run_1/placement_by_type.png
Bar = 20 um. Fill, decap, tap and diode cells in grey.
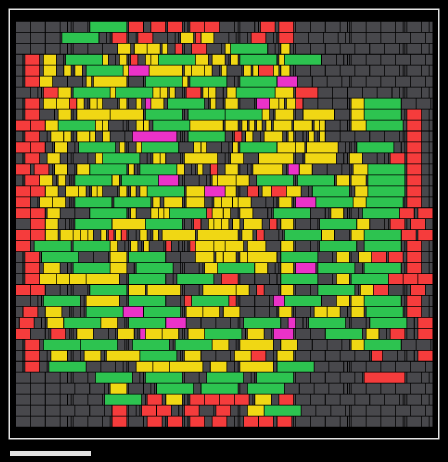
run_1/placement.png
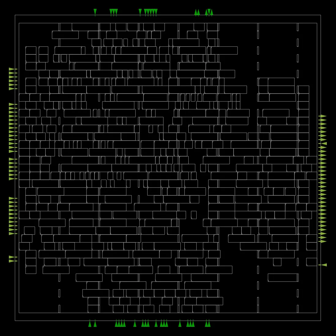
run_1/logic_types.png
Bar = 20 um.
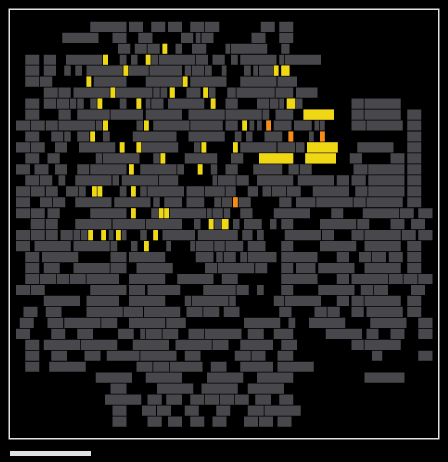
[src/rtl/chunked_serial_adder.sv]
// Multi-cycle add/subtract: WIDTH-bit operands, CHUNK bits per clock.
// Ports: clk, rst_n, in_valid/in_ready, a, b, cin, sub, out_valid/out_ready, sum, cout, ovf.
module chunked_serial_adder #(
  parameter int WIDTH = 32,
  parameter int CHUNK = 8
) (
  input  logic             clk,
  input  logic             rst_n,
  input  logic             in_valid,
  output logic             in_ready,
  input  logic [WIDTH-1:0] a,
  input  logic [WIDTH-1:0] b,
  input  logic             cin,
  input  logic             sub,
  output logic             out_valid,
  input  logic             out_ready,
  output logic [WIDTH-1:0] sum,
  output logic             cout,
  output logic             ovf
);

  localparam int NCHUNK = WIDTH / CHUNK;
  localparam int KW = (NCHUNK > 1) ? $clog2(NCHUNK) : 1;
  localparam logic [KW-1:0] KLAST = KW'(NCHUNK - 1);

  typedef enum logic [1:0] {
    IDLE,
    RUN,
    DONE
  } state_t;

  state_t state, state_nx;

  logic [WIDTH-1:0] a_q;
  logic [WIDTH-1:0] b_q;
  logic [WIDTH-1:0] sum_q;
  logic             carry;
  logic             cout_q;
  logic             ovf_q;
  logic [KW-1:0]    k;

  logic [CHUNK-1:0] a_s;
  logic [CHUNK-1:0] b_s;
  logic [CHUNK-1:0] s;
  logic             c;
  logic             c_msb;
  logic             last;
  logic             accept;
  int               idx;

  assign in_ready  = (state == IDLE);
  assign out_valid = (state == DONE);
  assign accept    = in_valid && in_ready;
  assign sum       = sum_q;
  assign cout      = cout_q;
  assign ovf       = ovf_q;

  assign idx  = int'(k) * CHUNK;
  assign a_s  = a_q[idx +: CHUNK];
  assign b_s  = b_q[idx +: CHUNK];
  assign last = (k == KLAST);

  assign {c, s} = {1'b0, a_s}
                + {1'b0, b_s}
                + {{CHUNK{1'b0}}, carry};

  // Carry into the slice MSB recovered from its sum bit;
  // for CHUNK=1 this reduces to the carry register.
  assign c_msb = a_s[CHUNK-1] ^ b_s[CHUNK-1] ^ s[CHUNK-1];

  always_ff @(posedge clk or negedge rst_n) begin
    if (!rst_n) state <= IDLE;
    else        state <= state_nx;
  end

  always_comb begin
    state_nx = state;
    unique case (state)
      IDLE: if (in_valid)  state_nx = RUN;
      RUN:  if (last)      state_nx = DONE;
      DONE: if (out_ready) state_nx = IDLE;
      default:             state_nx = IDLE;
    endcase
  end

  always_ff @(posedge clk or negedge rst_n) begin
    if (!rst_n) begin
      a_q    <= '0;
      b_q    <= '0;
      sum_q  <= '0;
      carry  <= 1'b0;
      cout_q <= 1'b0;
      ovf_q  <= 1'b0;
      k      <= '0;
    end else if (accept) begin
      a_q   <= a;
      b_q   <= sub ? ~b : b;
      carry <= sub ? ~cin : cin;
      k     <= '0;
    end else if (state == RUN) begin
      sum_q[idx +: CHUNK] <= s;
      carry <= c;
      if (last) begin
        cout_q <= c;
        ovf_q  <= c_msb ^ c;
      end else begin
        k <= k + 1'b1;
      end
    end
  end

endmodule

[config.mk]
export PLATFORM = sky130hd
export DESIGN_NAME = chunked_serial_adder
export DESIGN_NICKNAME = d
export VERILOG_FILES = /design/src/rtl/chunked_serial_adder.sv
export SDC_FILE = /design/constraint.sdc
export NUM_CORES = 1
export LEC_CHECK = 0
export CORE_MARGIN = 1
export CORE_UTILIZATION = 45
export CTS_BUF_LIST = sky130_fd_sc_hd__clkbuf_8
export DETAILED_ROUTE_END_ITERATION = 8
export GPL_TIMING_DRIVEN = 0
export PLACE_DENSITY = 0.77
export SYNTH_ARGS = -nofsm -noshare
export SYNTH_HDL_FRONTEND = slang
export SYNTH_SLANG_ARGS = --single-unit
[constraint.sdc]
create_clock -name clk -period 3.68 [get_ports clk]
set_input_delay 0.552 -clock clk [delete_from_list [all_inputs] [get_ports clk]]
set_output_delay 0.552 -clock clk [all_outputs]
set_load 0.005 [all_outputs]
==> run_results.csv, run 1 <==
group,metric,value,unit
clock_network,htree_depth,3,
global_routing,maximum_number_of_pins_on_one_net_before_global_route_repair,57,
worst_setup_path,crit_path_launch_type,"flip-flop",
worst_setup_path,required,3.93,ns
synth,synth.top_cells.by_area,"sky130_fd_sc_hd__dfrtp_1, sky130_fd_sc_hd__mux2_2, sky130_fd_sc_hd__mux4_2",
synth,top_area_frac,0.528,
global_routing,global_route.overflow_total,0,
synth,synth-edff-count,0,
timing,drv_slew,0,
detailed_routing,drcViolationCount,0,
pwr,share_seq_of_total_power,0.310,
cells_and_area,mostFrequentLayoutCells,"sky130_fd_sc_hd__clkdlybuf4s50_1, sky130_fd_sc_hd__dfrtp_1, sky130_fd_sc_hd__xnor2_1, sky130_fd_sc_hd__a21oi_1, sky130_fd_sc_hd__nor2_1",
global_routing,grt_antenna_before_repair,0,
cells_and_area,insertedDiodeCount,0,
detailed_routing,detail_route.wirelength,10.9,mm
cells_and_area,share_of_final_layout_standard_cells_stronger_than_drive_strength_1,0.191,
flow_run,log.warning_count,31,
worst_setup_path,worst_setup_path_end_kind,"flip-flop",
flow_run,max_cap_violations,0,
pwr,vdd.ir_drop.worst,607,uV
worst_setup_path,worstPathArrival,3.77,ns
placement,gp_congestion,0.807,
floorplan,die_w,106,um
pwr,power.share.switching,0.410,
cells_and_area,layout.cell_area.non_filler,0.00634,sq mm
floorplan,chipHeight,106,um
synth,ys_area,0.00488,sq mm
clock_network,clock_tree.root_cell,"sky130_fd_sc_hd__clkbuf_8",
detailed_routing,via_total_after_detailed_routing,3418,
worst_setup_path,setup.reg_to_reg.worst_slack,0.17,ns
min_path,min_path_type,"in -> async",
clock_network,cts_buffers,9,
detailed_routing,drt-pass1-iter-count,4,
worst_setup_path,setup.worst_path.start,"k[1]",
synth,ys.flops,103,
placement,postPlaceCellArea,0.00612,sq mm
pwr,pwr-share-clk,0.112,
cells_and_area,ff_latch_area,0.00258,sq mm
worst_setup_path,worstSetupEndpoint,"sum[6]",
global_routing,grt_use_total,0.213,
synth,fp_nets,460,
timing,rsz0062_at_grt,"no",
global_routing,number_of_global_route_vias_before_repair,3544,
detailed_routing,via_per_inst,5.40,
cells_and_area,syn_to_final_growth,29.9,%
timing,final_min_period_over_clock_period,0.955,
synth,synthesis.instances,375,
detailed_routing,route.antenna.remaining_nets,0,
worst_setup_path,setup.worst_path.class,"reg -> reg",
pwr,leakage,2.59,nW
clock_network,tritoncts,"done",
synth,postSynth.topFlopCell,"sky130_fd_sc_hd__dfrtp_1",
synth,synth_area,0.00488,sq mm
synth,ys_async_sr_fraction,1.00,
placement,detailed_place_hpwl,8.29,mm
detailed_routing,routedWlPerCell,17.3,um
placement,buffer_ports.inserted,104,
synth,synth-seq-area-share,0.528,
cells_and_area,mostFrequentLayoutCell,"sky130_fd_sc_hd__clkdlybuf4s50_1",
synth,cell_total_in_the_yosys_stat_output,375,
timing,finalHoldViolations,0,
timing,timing.final.crit_period,3.51,ns
synth,synthDistinctLibCells,34,
cells_and_area,final_core_util,0.609,
timing,achievable-frequency,285,MHz
floorplan,dieArea,0.0113,sq mm
worst_setup_path,crit_fanout,10,
synth,postSynthAreaPerCell,13.0,sq um
cells_and_area,multi_input_comb_area,0.00221,sq mm
timing,slew-limit-headroom,0.585,
detailed_routing,first_iter_violations,138,
timing,clock-skew-final,0.0131,ns
worst_setup_path,worst_r2r_path_depth,10,
worst_setup_path,timing.rr.start,"k[1]",
placement,post-place-ws,-0.391,ns
global_routing,first_pass_grt_wire_length,18.1,mm
pwr,power.internal,0.00366,W
floorplan,floorplan.io_pins,106,
timing,final-setup-viol-count,0,
timing,worstMarginPinSlew,0.622,ns
clock_network,cts.clk_slew.worst_paths,0.09,ns
clock_network,clock-sinks,103,
clock_network,number_of_buffers_on_the_longest_clock_path,2,
pwr,power.density_cell_area,977,mW/mm^2
run_status,outcome,"completed",
pwr,net-switching-power,0.00254,W
synth,yosys.cell_count.top_type,"sky130_fd_sc_hd__dfrtp_1",
cells_and_area,layout.nets,577,
timing,layout_setup_ws,0.166,ns
synth,count_of_yosys_warnings_during_synthesis,0,
worst_setup_path,crit-reg2reg-capture,"sum[6]",
clock_network,clk-insertion-delay-late,0.37,ns
synth,post-synth-top-area-cell,"sky130_fd_sc_hd__dfrtp_1",
floorplan,initial_core_util,0.469,
pwr,p_comb_frac,0.578,
synth,netlist_top_cells_count,"sky130_fd_sc_hd__dfrtp_1, sky130_fd_sc_hd__a21oi_1, sky130_fd_sc_hd__xnor2_1",
About placement_by_type.png:
class	colour	cells
remaining buffers and delay cells	red	126
clock drivers and dummy loads	magenta	16
combinational and other logic	yellow	252
sequential cells	green	103

About placement.png:
tally of filler cells in the layout: 838
TAP cells: 136
cell row count: 37
floorplan core area: 0.0104 sq mm

About logic_types.png:
family	colour	cells
inv cells	orange	4
nor cells	yellow	43

run 1: critical path, cell delays in order (launching register included):
cell,delay [ns]
sky130_fd_sc_hd__dfrtp_1,0.41
sky130_fd_sc_hd__clkbuf_2,0.30
sky130_fd_sc_hd__buf_2,0.35
sky130_fd_sc_hd__mux4_2,0.40
sky130_fd_sc_hd__fa_1,0.49
sky130_fd_sc_hd__fa_1,0.51
sky130_fd_sc_hd__a211oi_2,0.28
sky130_fd_sc_hd__o21ai_0,0.13
sky130_fd_sc_hd__xor2_1,0.18
sky130_fd_sc_hd__buf_4,0.16
sky130_fd_sc_hd__a22o_1,0.19
run 1: cell type report:
cell class	count	area share
multi-input combinational	248	0.348
timing repair buffer	106	0.169
inverter	4	0.00237
clock buffer	9	0.0195
tap	136	0.0268
sequential	103	0.407
buffer	20	0.0172
clock inverter	7	0.0105
run 1: logic make-up (layout without fill, tap and decap cells):
group,count (synthesis),count (layout),share of synthesized area
muxes,48,48,0.148
and+or+nand+nor,59,59,0.0641
buffers and inverters,24,146,0.0220
adders and majority gates,15,15,0.0415
DFF,103,103,0.528
xor gates and xnor gates,41,41,0.0735
AOI/OAI and AO/OA,85,85,0.123
run 1: what timing repair did:
action	CTS	global route
hold buffers	0	0
pin swaps	0	1
resized	5	4
buffers inserted	0	1
endpoints found under the setup margin	15	7
run 1: power groups by stage:
| stage | Sequential (W) | Clock (W) | Combinational (W) |
|---|---|---|---|
| after global routing | 0.00199 | 0.000742 | 0.00391 |
| after CTS | 0.00192 | 0.000697 | 0.00349 |
| after floorplan | 0.00186 | 0 | 0.00243 |
| final | 0.00192 | 0.000691 | 0.00358 |
| after detailed placement | 0.00194 | 0 | 0.00346 |
| after global placement | 0.00192 | 0 | 0.00334 |
run 1: worst min path at each step:
stage,slack (ns),cells past startpoint,end
floorplan,0.26,0,a_q[0]
global placement,0.48,2,ovf
detailed placement,0.47,2,ovf
CTS,0.21,1,a_q[25]
global route,0.24,1,a_q[17]
finish,0.19,1,a_q[0]
run 1: layer usage:
layer	up-vias	track usage	share of wire
met5	-	0	0
li1	1587	-	-
met2	120	0.341	0.48
met1	1696	0.284	0.44
met4	0	0.0724	0.020
met3	15	0.0521	0.058
run 1: flip-flops by register name (all words and copies together), names as in the netlist:
name and flops:
carry 1, state 2, sum 32, k 2, a_q 32, ovf 1
cout 1, b_q 32
run 1: stage by stage:
stage	total power (W)	instances	hold WS (ns)	setup TNS, ns
3_3_place_gp	0.00526	615	0.476	-164.40
6_report	0.00620	633	0.193	0
2_1_floorplan	0.00430	375	0.256	0
5_1_grt	0.00664	633	0.236	0
4_1_cts	0.00610	632	0.206	0
3_5_place_dp	0.00540	616	0.470	-2.66
run_1/layer_met4.png
Bar = 20 um.
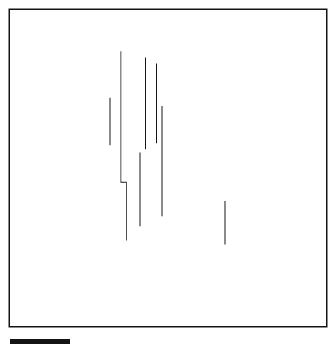

## Run 2: what changed since run 1
- SLEW_MARGIN: default -> 20
run_2/layer_met4.png
Bar = 20 um.
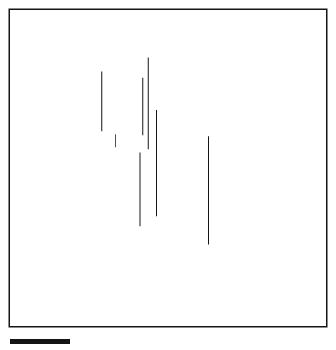
share of all routed wire	1.6%
nets with wire on the layer	5
longest straight run	36.0 um
wire length on this layer	169 um
main direction	vertical

run_2/placement.png
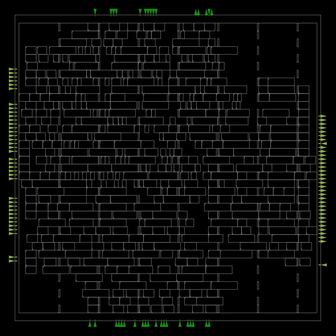
final standard cell utilization of the core: 0.611
Non-Filler Instances: 633
flop share of the area: 0.405

==> run 2 against run 1 <==
  * Critical path depth stayed put
  * Worst setup slack better by 0.062 ns
  * Largest cell class unchanged
  * Sequential power hardly changed
  * Sequential share of layout area is 0.10 points lower
==> run_results.csv, run 2 <==
group,metric,value,unit
run_status,outcome,"completed",
timing,clock-skew-final,0.0126,ns
timing,achievable-frequency,290,MHz
synth,top_area_frac,0.528,
global_routing,grt_use_total,0.210,
worst_setup_path,worstPathArrival,3.71,ns
pwr,vdd.ir_drop.worst,498,uV
worst_setup_path,crit_slowest_cell,"sky130_fd_sc_hd__fa_1",
synth,ys_async_sr_fraction,1.00,
synth,yosys.cell_count.top_type,"sky130_fd_sc_hd__dfrtp_1",
detailed_routing,via_per_inst,5.36,
clock_network,cts_hold_buffers,0,
synth,netlist_top_cells_count,"sky130_fd_sc_hd__dfrtp_1, sky130_fd_sc_hd__a21oi_1, sky130_fd_sc_hd__xnor2_1",
global_routing,first_pass_grt_wire_length,18.1,mm
synth,count_of_yosys_warnings_during_synthesis,0,
cells_and_area,mostFrequentLayoutCells,"sky130_fd_sc_hd__clkdlybuf4s50_1, sky130_fd_sc_hd__dfrtp_1, sky130_fd_sc_hd__xnor2_1, sky130_fd_sc_hd__a21oi_1, sky130_fd_sc_hd__nor2_1",
placement,gp_congestion,0.807,
cells_and_area,insertedDiodeCount,0,
pwr,leakage,2.60,nW
synth,ys.flops,103,
timing,finalHoldViolations,0,
worst_setup_path,required,3.94,ns
pwr,p_total,0.00622,W
synth,ys_area,0.00488,sq mm
clock_network,cts_buffers,9,
clock_network,clk-insertion-delay-late,0.37,ns
floorplan,floorplan.io_pins,106,
detailed_routing,via_total_after_detailed_routing,3391,
placement,buffer_ports.inserted,104,
worst_setup_path,crit_path_launch_type,"flip-flop",
synth,synth-edff-count,0,
cells_and_area,share_of_final_layout_standard_cells_stronger_than_drive_strength_1,0.195,
worst_setup_path,worst_setup_path_end_kind,"flip-flop",
timing,final-setup-viol-count,0,
synth,synth.top_cells.by_area,"sky130_fd_sc_hd__dfrtp_1, sky130_fd_sc_hd__mux2_2, sky130_fd_sc_hd__mux4_2",
clock_network,tritoncts,"done",
timing,rsz0062_at_grt,"no",
global_routing,number_of_global_route_vias_before_repair,3543,
detailed_routing,first_iter_violations,106,
floorplan,chipHeight,106,um
floorplan,initial_core_util,0.469,
worst_setup_path,crit_fanout,10,
synth,synthDistinctLibCells,34,
timing,drv_slew,0,
synth,synth-seq-area-share,0.528,
worst_setup_path,family_with_the_most_delay_on_the_worst_path,"adder cells",
clock_network,cts.clk_slew.worst_paths,0.09,ns
timing,timing.final.crit_period,3.45,ns
clock_network,number_of_buffers_on_the_longest_clock_path,2,
cells_and_area,layout.nets,577,
synth,post-synth-top-area-cell,"sky130_fd_sc_hd__dfrtp_1",
clock_network,clock_tree.root_cell,"sky130_fd_sc_hd__clkbuf_8",
timing,final.setup.tns,0,ns
synth,synth_area,0.00488,sq mm
clock_network,htree_depth,3,
placement,detailed_place_hpwl,8.28,mm
synth,cell_total_in_the_yosys_stat_output,375,
floorplan,dieArea,0.0113,sq mm
global_routing,maximum_number_of_pins_on_one_net_before_global_route_repair,60,
timing,final_min_period_over_clock_period,0.938,
placement,place_inst,616,
worst_setup_path,critical_path.n_buffers_inverters,3,
timing,slew-limit-headroom,0.634,
placement,postPlaceCellArea,0.00612,sq mm
synth,synthesis.instances,375,
detailed_routing,route.antenna.remaining_nets,0,
cells_and_area,layout.cell_area.non_filler,0.00636,sq mm
floorplan,placementRows,37,
detailed_routing,routedWlPerCell,17.2,um
detailed_routing,drt-pass1-iter-count,4,
synth,postSynth.topFlopCell,"sky130_fd_sc_hd__dfrtp_1",
worst_setup_path,critical_path.max_stage_delay,0.51,ns
cells_and_area,syn_to_final_growth,30.2,%
pwr,power.density_cell_area,978,mW/mm^2
timing,worstMarginPinSlew,0.545,ns
worst_setup_path,setup.worst_path.class,"reg -> reg",
synth,postSynthAreaPerCell,13.0,sq um
detailed_routing,detail_route.wirelength,10.9,mm
min_path,min_path_type,"in -> async",
floorplan,die_w,106,um
synth,fp_nets,460,
flow_run,max_cap_violations,0,
floorplan,placeableCoreArea,0.0104,sq mm
[run 2: cell counts after synthesis]
Identical to the previous run, type by type.
[run 2: area by class of cell]
| type | instances | area, sq um |
|---|---|---|
| Buffer | 20 | 111 |
| Clock buffer | 11 | 151 |
| Clock inverter | 5 | 56.3 |
| Fill cell | 832 | 4060 |
| Inverter | 4 | 15.0 |
| Multi-Input combinational cell | 248 | 2210 |
| Sequential cell | 103 | 2580 |
| Tap cell | 136 | 170 |
| Timing Repair Buffer | 106 | 1070 |
[run 2: logic make-up after synthesis]
group | count (synthesis) | synth area share
AOI/OAI and AO/OA | 85 | 0.123
xor gates and xnor gates | 41 | 0.0735
adders and majority gates | 15 | 0.0415
buffers and inverters | 24 | 0.0220
DFF | 103 | 0.528
muxes | 48 | 0.148
and+or+nand+nor | 59 | 0.0641
[run 2: final timing paths]
path	cells after the start	end	start	slack (ns)
max	10	sum[6]	k[1]	0.23
min	1	sum[10]	rst_n	0.14
max reg2reg	10	sum[6]	k[1]	0.23
min reg2reg	2	ovf	ovf	0.49
max in group asynchronous	2	b_q[10]	rst_n	2.92
min in group clk	2	ovf	ovf	0.49
[run 2: metrics by stage]
stage | setup slack (ns) | hold slack [ns]
5_1_grt | 0.0507 | 0.169
3_5_place_dp | -0.412 | 0.470
6_report | 0.228 | 0.137
4_1_cts | 0.0494 | 0.154
2_1_floorplan | 0.288 | 0.256
3_3_place_gp | -1.58 | 0.476
[run 2: power breakdown]
group          total [W]  switching [W]  leakage, nW  internal [W]
registers        0.00193       0.000287         1.25       0.00164
logic            0.00357        0.00186         1.24       0.00171
clock network   0.000728       0.000378        0.105      0.000350
[run 2: what timing repair did]
item,in CTS,in global routing
pin swaps,0,1
resized,5,5
buffers inserted,0,1
setup endpoints to repair,15,6
[run 2: worst register-to-register path: stages, from the launching register on]
cell and delay (ns):
sky130_fd_sc_hd__dfrtp_1 0.40, sky130_fd_sc_hd__clkbuf_2 0.32, sky130_fd_sc_hd__clkbuf_4 0.32, sky130_fd_sc_hd__mux4_2 0.36
sky130_fd_sc_hd__fa_1 0.49, sky130_fd_sc_hd__fa_1 0.51, sky130_fd_sc_hd__a211oi_2 0.28, sky130_fd_sc_hd__o21ai_0 0.13
sky130_fd_sc_hd__xor2_1 0.18, sky130_fd_sc_hd__buf_4 0.16, sky130_fd_sc_hd__a22o_1 0.19
[run 2: metal layers]
layer | track usage | routed length (um) | part of all wire | vias to the layer above
met3 | 0.0540 | 687 | 0.063 | 16
li1 | - | - | - | 1585
met1 | 0.277 | 4780 | 0.44 | 1665
met4 | 0.0546 | 169 | 0.016 | 0
met5 | 0 | 0 | 0 | -
met2 | 0.346 | 5220 | 0.48 | 125
Power is estimated from default activity; no workload was simulated.
